==> config.mk <==
export PLATFORM = sky130hd
export DESIGN_NAME = gpio_bus_initiator_flat
export DESIGN_NICKNAME = d
export VERILOG_FILES = /design/src/rtl/gpio_bus_initiator_if.sv /design/src/rtl/gpio_bus_initiator.sv /design/src/flat_wrapper.sv
export SDC_FILE = /design/constraint.sdc
export NUM_CORES = 1
export LEC_CHECK = 0
export CAP_MARGIN = 10
export CORE_MARGIN = 2
export CORE_UTILIZATION = 50
export DETAILED_ROUTE_END_ITERATION = 8
export HOLD_SLACK_MARGIN = 0.1
export PLACE_DENSITY = 0.75
export SETUP_SLACK_MARGIN = 0.1
export SLEW_MARGIN = 20
export SYNTH_ARGS = -nofsm -noshare
export SYNTH_HDL_FRONTEND = slang
export SYNTH_SLANG_ARGS = --single-unit
==> constraint.sdc <==
create_clock -name reg_clk -period 10.6 [get_ports reg_clk]
set_input_delay 2.65 -clock reg_clk [delete_from_list [all_inputs] [get_ports reg_clk]]
set_output_delay 2.65 -clock reg_clk [all_outputs]
set_load 0.1 [all_outputs]
Fig. 1: wires at chosen ports, followed through buffers
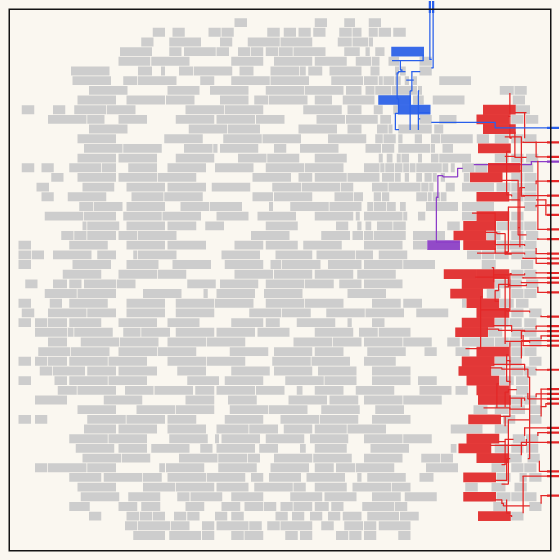
| color | port | bits | direction | edge | end cells | buffers | wire |
|---|---|---|---|---|---|---|---|
| red | `bus_rsp_data` | 32 | output | right | 32 | 32 | 740 um |
| purple | `bus_write_reg` | 1 | output | right | 1 | 1 | 57.5 um |
| blue | `bus_cmd_level` | 3 | output | 2 top, 1 right | 3 | 3 | 135 um |
I/O Buffers: 169
IO Pins: 170

Fig. 2: track usage over the die
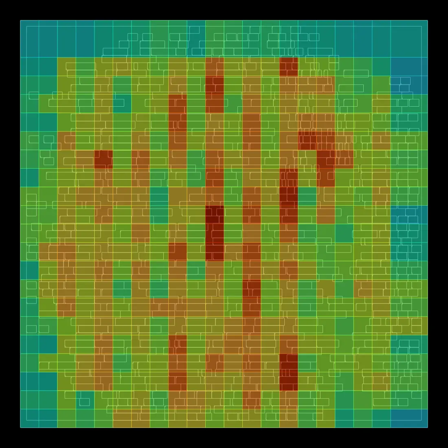
GR met3 Demand/Resource: 3.17%
GRT Util Overall: 18.1%
WL/cell: 20.4 um
Final Util: 63.5%
met1 track demand over resource: 23.6%

Fig. 3: sizing map
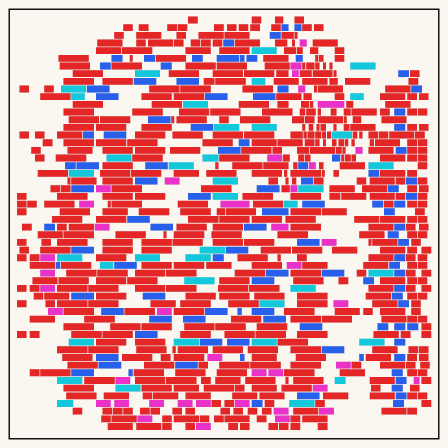
| color | size | cells | share |
|---|---|---|---|
| blue | _2 cells | 106 | 15% |
| red | _0 and _1 cells | 539 | 74% |
| cyan | _6 and larger | 38 | 5.2% |
| magenta | _3 and _4 cells | 41 | 5.7% |
Non-clk bufs: 176
cell area after layout: 0.0137 mm2
Layout Area Growth over Synthesis: 25.8%

Fig. 4: signal metal coverage by tile
The bar under the picture is 50 um long. 30 x 30 tiles, from dark purple (low) to yellow (high), scaled to the fullest tile. Values are wire area over tile area, all layers added.
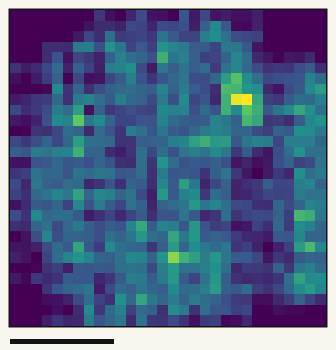
mean over tiles: 0.14
fullest tile: 0.54
densest ninth of the die: bottom center
emptiest ninth of the die: upper left
nearly empty tiles: 11%
tiles over half the peak: 6.3%
via count: 5374
routed wire length: 20400 um

Fig. 5: placement by cell class
The bar under the picture is 50 um long.
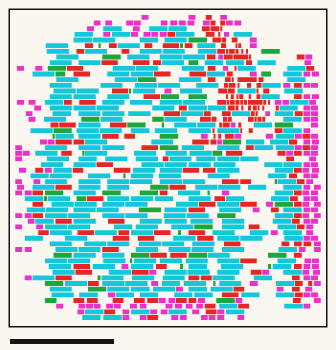
| color | class | cells |
|---|---|---|
| green | clock drivers and dummy loads | 52 |
| magenta | other buffers and delay cells | 176 |
| cyan | flops | 284 |
| red | combinational and other logic | 212 |
Core Area: 0.0216 mm2
Seq/total area: 58.6%
row cnt: 54

==> Changelog: implementation <==
## Flow update

- Hold Crit Class: reg -> reg
- DRC viols: 0
- Clk_lat worst skew: between 500 and 600 ps
- Clock tree sinks: 284
- Fmax: 198 MHz
- Net Count, Synth: 613
- Drt pass-1 iters: 4
- Max reg flops: 188
- Crit path capture type: output port
- Worst R2R Path Depth: 9
- Vias in the first global route: 5739
- Log Warnings: 31
- Fin nets: 794
- Slew HR: 32.7%
- Synth Flop Type: edfxtp_1
- Min-Delay Path Depth: 1
- Status: finished clean
- Hold Vio Cnt, Final: 0
- Final Wtd Congestion: 0.703
- Die area: 0.0230 mm2
- Clock tree buffer depth: 3
- Number of enable flip-flop cells: ~190
- Hold-fix buffers, CTS: 0
- Final ANT Viol Nets: 0
- Most common logic cell in the routed design: edfxtp_1
- Initial Util: 50.5%
- Layout cells sized above 1: 25.6%
- Synth Instances: 521
- RSZ-0062 raised after global routing: no
- Die H: 152 um
- CTS resizes: 0
- Placed Area: 0.0128 mm2
- Clock root cell: clkbuf_16
- Post-DP HPWL: 12300 um
- Post-synthesis sequential area ratio: 73.7%
- Global-route wire length before repair: 31500 um
- CTS tree: done
- Post-synth regs: 284
- Worst EP required: approximately 8000 ps
- Filler-free cell count of the finished design: 1004
- Setup CP Type: reg -> out
- Startpoint Class: flip-flop
- Total CTS buffers: 28
- Clock skew: 23.2 ps
- Netlist Area Pre-Place: 0.0109 mm2
- Crit path time final: just over 5000 ps
- Yosys stat area: 0.0109 mm2
critical path, stage by stage (launching register included):
cell and delay, ps:
dfrtp_1 430, inv_1 100, nand3_1 180, clkdlybuf4s50_1 1170
Yosys cell counts (3+ instances only):
library cell	n	area, um2
buf_6	7	78.8
mux2_4	30	450
mux2i_1	3	30.0
mux4_2	46	1040
xor2_1	3	26.3
clkbuf_1	4	15.0
xnor2_1	4	35.0
o21ai_0	9	45.0
and3_1	4	25.0
nor2_1	4	15.0
mux2_2	47	529
inv_1	12	45.0
buf_12	3	60.1
ha_1	8	100
dfrtp_1	96	2400
mux2_1	3	33.8
edfxtp_1	188	5650
nand2_1	8	30.0
nand2b_1	4	25.0
buf_2	8	40.0
layout make-up:
type / count / area [um2]
Sequential cell: 284 / 8050
Multi-Input combinational cell: 199 / 2630
Fill cell: 1473 / 7890
Inverter: 13 / 51.3
Clock inverter: 12 / 104
Timing Repair Buffer: 176 / 1750
Tap cell: 280 / 350
Clock buffer: 40 / 796
cells by family after synthesis:
logic type	synth area share, %
fa+ha+maj	1.10
xor+xnor	0.561
buf+inv	2.39
mux	19.0
compound gates	1.66
simple gates	1.54
flops	73.7
metal layers:
layer | GRT usage [%] | vias to the layer above
met5 | 0 | -
met4 | 4.21 | 0
met3 | 3.17 | 20
met2 | 31.8 | 195
met1 | 23.6 | 2759
li1 | - | 2400
